**src/rtl/memory_bus_pkg.sv**
```systemverilog
// Shared definitions for the CPU memory port and the memory bridge.
// Holds access-size and operation encodings (also used by the CPU), the
// bridge state enum, and small decode helpers for byte count and lane mask.
package memory_bus_pkg;

  localparam logic [1:0] SIZE_BYTE = 2'd0;
  localparam logic [1:0] SIZE_HALF = 2'd1;
  localparam logic [1:0] SIZE_WORD = 2'd2;

  localparam logic OP_READ  = 1'b0;
  localparam logic OP_WRITE = 1'b1;

  typedef enum logic [2:0] {
    ST_IDLE      = 3'd0,
    ST_ACCESS_LO = 3'd1,
    ST_ACCESS_HI = 3'd2,
    ST_FINISH    = 3'd3,
    ST_ERROR     = 3'd4,
    ST_DONE      = 3'd5
  } bridge_state_t;

  // Number of bytes moved by an access; size code 3 behaves as a word.
  function automatic logic [2:0] size_bytes(input logic [1:0] size);
    case (size)
      SIZE_BYTE: return 3'd1;
      SIZE_HALF: return 3'd2;
      default:   return 3'd4;
    endcase
  endfunction

  // Byte lanes touched across two consecutive words: [3:0] low, [7:4] high.
  function automatic logic [7:0] lane_mask(input logic [1:0] size,
                                           input logic [1:0] offset);
    logic [7:0] base;
    case (size)
      SIZE_BYTE: base = 8'h01;
      SIZE_HALF: base = 8'h03;
      default:   base = 8'h0F;
    endcase
    return base << offset;
  endfunction

endpackage

```
**src/rtl/memory_bridge_if.sv**
```systemverilog
// CPU-side memory request port of the memory bridge.
// Handshake: the CPU raises memory_enable with all request fields stable and
// holds them until it sees memory_ready; it then drops memory_enable, and the
// bridge drops memory_ready after the first edge that samples enable low.
// bus_error is a one-cycle pulse coinciding with the first ready cycle of an
// out-of-range request.
//   master : CPU side   (drives request fields, receives data/ready/error)
//   slave  : bridge side
interface memory_bridge_if;
  logic        memory_enable;
  logic        memory_operation;
  logic [1:0]  memory_data_size;
  logic [31:0] memory_address;
  logic [31:0] memory_data_out;
  logic [31:0] memory_data_in;
  logic        memory_ready;
  logic        bus_error;

  modport master (
    output memory_enable, memory_operation, memory_data_size,
           memory_address, memory_data_out,
    input  memory_data_in, memory_ready, bus_error
  );

  modport slave (
    input  memory_enable, memory_operation, memory_data_size,
           memory_address, memory_data_out,
    output memory_data_in, memory_ready, bus_error
  );
endinterface

```
**src/rtl/memory_bridge.sv**
```systemverilog
// Converts byte-addressed byte/half/word CPU requests of any alignment into
// accesses on a 32-bit word RAM with byte enables. Accesses straddling a word
// boundary become two RAM transactions; out-of-range requests are flagged
// with bus_error and make no RAM access.
// Ports: clock, reset (sync, active high); bus (CPU port, slave side);
// ram_* word RAM request outputs and ram_read_data input; state (FSM state).
module memory_bridge
  import memory_bus_pkg::*;
#(
  parameter int ram_size = 65536,
  localparam int AW = $clog2(ram_size / 4)
) (
  input  logic           clock,
  input  logic           reset,
  memory_bridge_if.slave bus,
  output logic [AW-1:0]  ram_address,
  output logic           ram_enable,
  output logic           ram_write_enable,
  output logic [3:0]     ram_byte_enable,
  output logic [31:0]    ram_write_data,
  input  logic [31:0]    ram_read_data,
  output bridge_state_t  state
);

  bridge_state_t state_q, state_next;

  logic          req_write;
  logic [1:0]    req_size;
  logic [AW+1:0] req_addr;
  logic [31:0]   req_wdata;
  logic [31:0]   lo_word;
  logic [31:0]   data_in_q;
  logic          ready_q;
  logic          error_q;

  logic          accept;
  logic [32:0]   req_end;
  logic          out_of_range;
  logic [7:0]    mask8;
  logic          split;
  logic [AW-1:0] lo_index, hi_index;
  logic [63:0]   wr_image, rd_image;
  logic [31:0]   rd_shifted, rd_keep, rd_result;

  assign state                = state_q;
  assign bus.memory_ready     = ready_q;
  assign bus.bus_error        = error_q;
  assign bus.memory_data_in   = data_in_q;

  assign accept = (state_q == ST_IDLE) && bus.memory_enable && !ready_q;

  // Last byte address computed with a carry bit so high addresses cannot wrap
  // back into range; this also catches any nonzero bits above the RAM size.
  assign req_end = {1'b0, bus.memory_address}
                 + {30'b0, size_bytes(bus.memory_data_size)} - 33'd1;
  assign out_of_range = req_end >= 33'(ram_size);

  assign mask8    = lane_mask(req_size, req_addr[1:0]);
  assign split    = |mask8[7:4];
  assign lo_index = req_addr[AW+1:2];
  assign hi_index = lo_index + {{(AW-1){1'b0}}, 1'b1};

  assign wr_image = {32'b0, req_wdata} << {req_addr[1:0], 3'b000};

  // In FINISH the live RAM output is the last word read: the high word of a
  // split access, otherwise the only word.
  assign rd_image   = split ? {ram_read_data, lo_word} : {32'b0, ram_read_data};
  assign rd_shifted = 32'(rd_image >> {req_addr[1:0], 3'b000});

  always_comb begin
    case (req_size)
      SIZE_BYTE: rd_keep = 32'h0000_00FF;
      SIZE_HALF: rd_keep = 32'h0000_FFFF;
      default:   rd_keep = 32'hFFFF_FFFF;
    endcase
  end

  assign rd_result = rd_shifted & rd_keep;

  always_comb begin
    state_next       = state_q;
    ram_enable       = 1'b0;
    ram_write_enable = 1'b0;
    ram_byte_enable  = 4'b0;
    ram_address      = '0;
    ram_write_data   = 32'b0;
    case (state_q)
      ST_IDLE: begin
        if (accept) state_next = out_of_range ? ST_ERROR : ST_ACCESS_LO;
      end
      ST_ACCESS_LO: begin
        ram_enable       = 1'b1;
        ram_write_enable = req_write;
        ram_address      = lo_index;
        ram_byte_enable  = req_write ? mask8[3:0] : 4'b0;
        ram_write_data   = req_write ? wr_image[31:0] : 32'b0;
        state_next       = split ? ST_ACCESS_HI : ST_FINISH;
      end
      ST_ACCESS_HI: begin
        ram_enable       = 1'b1;
        ram_write_enable = req_write;
        ram_address      = hi_index;
        ram_byte_enable  = req_write ? mask8[7:4] : 4'b0;
        ram_write_data   = req_write ? wr_image[63:32] : 32'b0;
        state_next       = ST_FINISH;
      end
      ST_FINISH: state_next = ST_DONE;
      ST_ERROR:  state_next = ST_DONE;
      ST_DONE: begin
        if (!bus.memory_enable) state_next = ST_IDLE;
      end
      default: state_next = ST_IDLE;
    endcase
  end

  always_ff @(posedge clock) begin
    if (reset) begin
      state_q   <= ST_IDLE;
      ready_q   <= 1'b0;
      error_q   <= 1'b0;
      data_in_q <= 32'b0;
      req_write <= 1'b0;
      req_size  <= 2'b0;
      req_addr  <= '0;
      req_wdata <= 32'b0;
      lo_word   <= 32'b0;
    end else begin
      state_q <= state_next;
      error_q <= (state_q == ST_ERROR);
      case (state_q)
        ST_IDLE: begin
          if (accept) begin
            req_write <= (bus.memory_operation == OP_WRITE);
            req_size  <= bus.memory_data_size;
            req_addr  <= bus.memory_address[AW+1:0];
            req_wdata <= bus.memory_data_out;
          end
        end
        ST_ACCESS_HI: lo_word <= ram_read_data;
        ST_FINISH: begin
          ready_q <= 1'b1;
          if (!req_write) data_in_q <= rd_result;
        end
        ST_ERROR: ready_q <= 1'b1;
        ST_DONE: begin
          if (!bus.memory_enable) ready_q <= 1'b0;
        end
        default: ;
      endcase
    end
  end

endmodule

```
**src/flat_wrapper.sv**
```systemverilog
// flat-port wrapper written by rule: the top's interface ports become plain ports
module memory_bridge_flat import memory_bus_pkg::*;
#(
  parameter int ram_size = 65536,
  localparam int AW = $clog2(ram_size / 4)
)
  (clock, reset, ram_address, ram_enable, ram_write_enable, ram_byte_enable, ram_write_data, ram_read_data, state, bus_memory_enable, bus_memory_operation, bus_memory_data_size, bus_memory_address, bus_memory_data_out, bus_memory_data_in, bus_memory_ready, bus_bus_error);
  memory_bridge_if bus_i ();
  input  logic clock;
  input  logic reset;
  output logic [AW-1:0] ram_address;
  output logic ram_enable;
  output logic ram_write_enable;
  output logic [3:0] ram_byte_enable;
  output logic [31:0] ram_write_data;
  input  logic [31:0] ram_read_data;
  output bridge_state_t state;
  input wire logic [$bits(bus_i.memory_enable)-1:0] bus_memory_enable;
  input wire logic [$bits(bus_i.memory_operation)-1:0] bus_memory_operation;
  input wire logic [$bits(bus_i.memory_data_size)-1:0] bus_memory_data_size;
  input wire logic [$bits(bus_i.memory_address)-1:0] bus_memory_address;
  input wire logic [$bits(bus_i.memory_data_out)-1:0] bus_memory_data_out;
  output wire logic [$bits(bus_i.memory_data_in)-1:0] bus_memory_data_in;
  output wire logic [$bits(bus_i.memory_ready)-1:0] bus_memory_ready;
  output wire logic [$bits(bus_i.bus_error)-1:0] bus_bus_error;
  assign bus_i.memory_enable = bus_memory_enable;
  assign bus_i.memory_operation = bus_memory_operation;
  assign bus_i.memory_data_size = bus_memory_data_size;
  assign bus_i.memory_address = bus_memory_address;
  assign bus_i.memory_data_out = bus_memory_data_out;
  assign bus_memory_data_in = bus_i.memory_data_in;
  assign bus_memory_ready = bus_i.memory_ready;
  assign bus_bus_error = bus_i.bus_error;
  memory_bridge #(.ram_size(ram_size)) u_core (.clock(clock), .reset(reset), .bus(bus_i), .ram_address(ram_address), .ram_enable(ram_enable), .ram_write_enable(ram_write_enable), .ram_byte_enable(ram_byte_enable), .ram_write_data(ram_write_data), .ram_read_data(ram_read_data), .state(state));
endmodule
```
**config.mk**
```make
export PLATFORM = sky130hd
export DESIGN_NAME = memory_bridge_flat
export DESIGN_NICKNAME = d
export VERILOG_FILES = /design/src/rtl/memory_bus_pkg.sv /design/src/rtl/memory_bridge_if.sv /design/src/rtl/memory_bridge.sv /design/src/flat_wrapper.sv
export SDC_FILE = /design/constraint.sdc
export NUM_CORES = 1
export LEC_CHECK = 0
export CAP_MARGIN = 40
export CORE_ASPECT_RATIO = 0.6
export CORE_MARGIN = 2
export CORE_UTILIZATION = 30
export DETAILED_ROUTE_END_ITERATION = 8
export HOLD_SLACK_MARGIN = 0.03
export SLEW_MARGIN = 25
export SYNTH_ARGS = -nofsm -noshare
export SYNTH_HDL_FRONTEND = slang
export SYNTH_SLANG_ARGS = --single-unit
```
**constraint.sdc**
```tcl
create_clock -name clock -period 8.8 [get_ports clock]
set_clock_uncertainty 0.1 [all_clocks]
set_input_delay 1.76 -clock clock [delete_from_list [all_inputs] [get_ports clock]]
set_output_delay 1.76 -clock clock [all_outputs]
set_load 0.01 [all_outputs]
```
Figure 1. Routing congestion map.
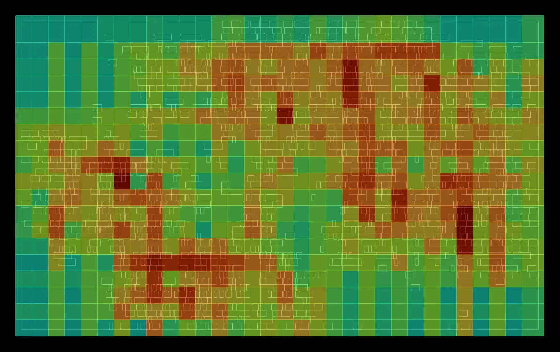
Overall Global Routing Usage: 22.1%
GR Layer Usage met1: 32.8%

==> impl_results.html <==
<p>Metrics extracted from the flow reports.</p>
<table>
<tr><th>Metric</th><th>Value</th></tr>
<tr><th colspan="2">STA</th></tr>
<tr><td>Max-slew violation count</td><td>0</td></tr>
<tr><td>Total of endpoints with negative setup slack in the final report</td><td>0</td></tr>
<tr><td>Final critical-path setup slack</td><td>between 3000 and 4000 ps</td></tr>
<tr><td>Unrepaired setup endpoints after global routing</td><td>no</td></tr>
<tr><td>Slew of the pin with the lowest slew margin</td><td>860 ps</td></tr>
<tr><td>Number of hold violations in the final report</td><td>0</td></tr>
<tr><td>Min Tclk post-route</td><td>5770 ps</td></tr>
<tr><td>Max Clk Rate</td><td>173 MHz</td></tr>
<tr><th colspan="2">Power</th></tr>
<tr><td>Power share of the combinational group</td><td>39.0%</td></tr>
<tr><td>Heaviest power group</td><td>combinational cells</td></tr>
<tr><td>P_clk</td><td>674 uW</td></tr>
<tr><td>Seq group</td><td>between 700 and 800 uW</td></tr>
<tr><td>Static Leak</td><td>between 4 and 5 nW</td></tr>
<tr><td>Switch share</td><td>40.5%</td></tr>
<tr><td>Power Total</td><td>2.30 mW</td></tr>
<tr><td>Share of power burned in registers</td><td>about a third</td></tr>
<tr><td>Design internal power</td><td>1.37 mW</td></tr>
<tr><td>Power density cells</td><td>between 200 and 250 nW/um^2</td></tr>
<tr><th colspan="2">Die</th></tr>
<tr><td>Well tap count</td><td>375</td></tr>
<tr><td>FP Core Util</td><td>30.3%</td></tr>
<tr><td>Total I/O pin count</td><td>191</td></tr>
<tr><td>Placement row count</td><td>~48</td></tr>
<tr><td>Die width</td><td>between 200 and 250 um</td></tr>
<tr><td>Die Span Y</td><td>between 100 and 150 um</td></tr>
<tr><th colspan="2">Cells and area</th></tr>
<tr><td>Final-layout fill cell count</td><td>2911</td></tr>
<tr><td>Number of ordinary and repair buffers in the finished layout</td><td>between 200 and 250</td></tr>
<tr><td>Antenna Diode Count</td><td>0</td></tr>
<tr><td>Final standard cell utilization of the core</td><td>40.0%</td></tr>
<tr><td>Largest cell class</td><td>combinational gates</td></tr>
<tr><td>Total number of nets in the final design</td><td>1514</td></tr>
<tr><td>Flop area</td><td>approximately 2400 um^2</td></tr>
<tr><td>Combinational cell area excluding buffers and inverters</td><td>slightly below 6000 um^2</td></tr>
<tr><td>Area Growth Syn to Fin</td><td>31.9%</td></tr>
<tr><td>Most common logic cell in the routed design</td><td>sky130_fd_sc_hd__nand2_1</td></tr>
<tr><td>Non-CTS inverters</td><td>49</td></tr>
<tr><td># clk buffers</td><td>19</td></tr>
<tr><td>Final sequential cell count</td><td>120</td></tr>
<tr><td>Fraction of layout cells with a size suffix above 1</td><td>slightly below 6%</td></tr>
<tr><th colspan="2">Global route</th></tr>
<tr><td>Initial antenna violation count</td><td>2</td></tr>
<tr><td>GR Util met3</td><td>8.22%</td></tr>
<tr><td>Met2 track utilization from global routing</td><td>29.8%</td></tr>
<tr><td>Largest net degree at the start of global routing</td><td>65</td></tr>
<tr><td>Total overflow reported by the global router</td><td>0</td></tr>
<tr><td>Via count of the first global-routing pass</td><td>8561</td></tr>
<tr><th colspan="2">Worst setup path</th></tr>
<tr><td>End of the worst register-to-register path</td><td>u_core.bus.memory_data_in[8]</td></tr>
<tr><td>CP arrival</td><td>3910 ps</td></tr>
<tr><td>CP dominant cell by count</td><td>sky130_fd_sc_hd__o21ai_0</td></tr>
<tr><td>Count of cell instances traversed by the critical path</td><td>7</td></tr>
<tr><td>Cell class contributing the biggest share of worst-path delay</td><td>simple AND/OR/NAND/NOR gates</td></tr>
<tr><td>Startpoint of the lowest-slack register-to-register path</td><td>u_core.req_addr[1]</td></tr>
<tr><td>Nature of the critical path startpoint</td><td>flip-flop</td></tr>
<tr><td>Crit path max-delay cell type</td><td>sky130_fd_sc_hd__nor2_1</td></tr>
<tr><td>Ordered list of cells on the worst path</td><td>nor3b_2 &gt; buf_4 &gt; nand3_1 &gt; nor2_1 &gt; o21ai_0 &gt; o21ai_0 &gt; clkdlybuf4s50_1</td></tr>
<tr><td>Number of buffer and inverter stages on the critical path</td><td>2</td></tr>
<tr><td>Termination of the worst setup path</td><td>ram_byte_enable[2]</td></tr>
<tr><td>Launch point of the worst path</td><td>u_core.state[1]</td></tr>
<tr><td>WP data required</td><td>6940 ps</td></tr>
<tr><td>Critical Path Fanout Max</td><td>41</td></tr>
<tr><td>Type of destination of the critical path</td><td>output pin</td></tr>
<tr><th colspan="2">Yosys</th></tr>
<tr><td>Yosys stat chip area</td><td>8650 um^2</td></tr>
<tr><td>Sequential-to-total area share from yosys stat</td><td>27.8%</td></tr>
<tr><td>Number of distinct library cells after synthesis</td><td>approximately 71</td></tr>
<tr><td>Post-synthesis cell count</td><td>1240</td></tr>
<tr><td>Leading post-synthesis cells by instance count</td><td>275 x sky130_fd_sc_hd__nand2_1, 153 x sky130_fd_sc_hd__a21oi_1, 120 x sky130_fd_sc_hd__dfxtp_1</td></tr>
<tr><td>Area share of fa/ha/maj cells after synthesis</td><td>between 5 and 6%</td></tr>
<tr><td>Ys Warns</td><td>0</td></tr>
<tr><td>Cell accounting for the most synthesized area</td><td>sky130_fd_sc_hd__dfxtp_1</td></tr>
<tr><td>Synthesized area per cell</td><td>~7.0 um^2</td></tr>
<tr><td>Most used flip-flop cell after synthesis</td><td>sky130_fd_sc_hd__dfxtp_1</td></tr>
<tr><td>Post-synthesis instance area</td><td>between 8000 and 9000 um^2</td></tr>
<tr><th colspan="2">CTS</th></tr>
<tr><td>CTS tree</td><td>done</td></tr>
<tr><td>Clock transition at path regs</td><td>50 ps</td></tr>
<tr><td>CTS H-tree depth</td><td>4</td></tr>
<tr><td>Buffer count from post-CTS setup fixing</td><td>0</td></tr>
<tr><td>Quantity of hold-fixing buffers added after cts</td><td>0</td></tr>
<tr><td>Clock tree root buffer cell</td><td>sky130_fd_sc_hd__clkbuf_16</td></tr>
<tr><td>Cts bufs inserted</td><td>17</td></tr>
<tr><td>Count of cells resized by post-cts repair</td><td>0</td></tr>
<tr><td>Clk sink count</td><td>120</td></tr>
<tr><td>Deepest clock path buffer count</td><td>2</td></tr>
<tr><td>Clk Latency, worst-skew pair</td><td>440 ps</td></tr>
<tr><th colspan="2">Route</th></tr>
<tr><td>Routed via count</td><td>roughly 9700</td></tr>
<tr><td>Antenna violation net count after detailed routing</td><td>0</td></tr>
<tr><td>DRC errors left</td><td>0</td></tr>
<tr><td>Metal3 WL</td><td>approximately 4000 um</td></tr>
<tr><td>Routed via count divided by cell count</td><td>roughly 5.5</td></tr>
<tr><td>DRT Pass-1 Iters</td><td>5</td></tr>
<tr><td>Final routed wire length divided by cell count</td><td>roughly 19 um</td></tr>
<tr><th colspan="2">Status</th></tr>
<tr><td>Run status</td><td>completed</td></tr>
<tr><th colspan="2">Min path</th></tr>
<tr><td>Number of cells traversed by the worst hold path</td><td>2</td></tr>
<tr><td>Hold WC Path Type</td><td>reg -&gt; reg</td></tr>
<tr><td>Worst min-delay path startpoint</td><td>u_core.lo_word[27]</td></tr>
<tr><th colspan="2">Placed design</th></tr>
<tr><td>Post-detail-place hpwl</td><td>25300 um</td></tr>
<tr><th colspan="2">Flow run</th></tr>
<tr><td>MaxCap Viol Count</td><td>0</td></tr>
<tr><td>Tool Warnings</td><td>29</td></tr>
</table>
Figure 2. Power grid.
Scale: 3 px per um. Pins as bars on the die edge.
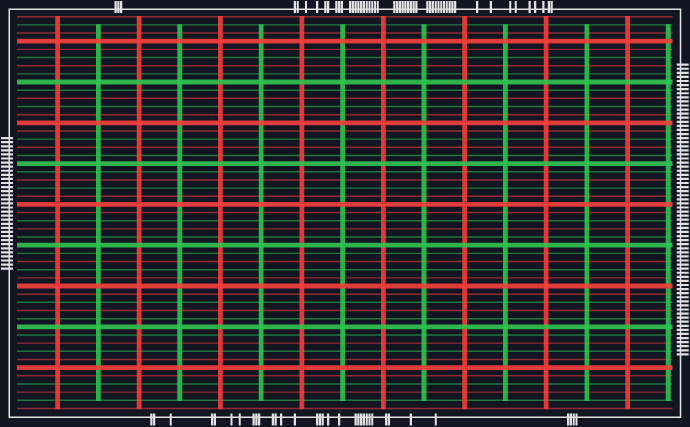
- red: VSS
- green: VDD
- signal pins: 191
- met5 straps: 9
- rows: 48
- met1 rails: 49

Power figures rest on the tool's default switching activity, not on a simulated workload.
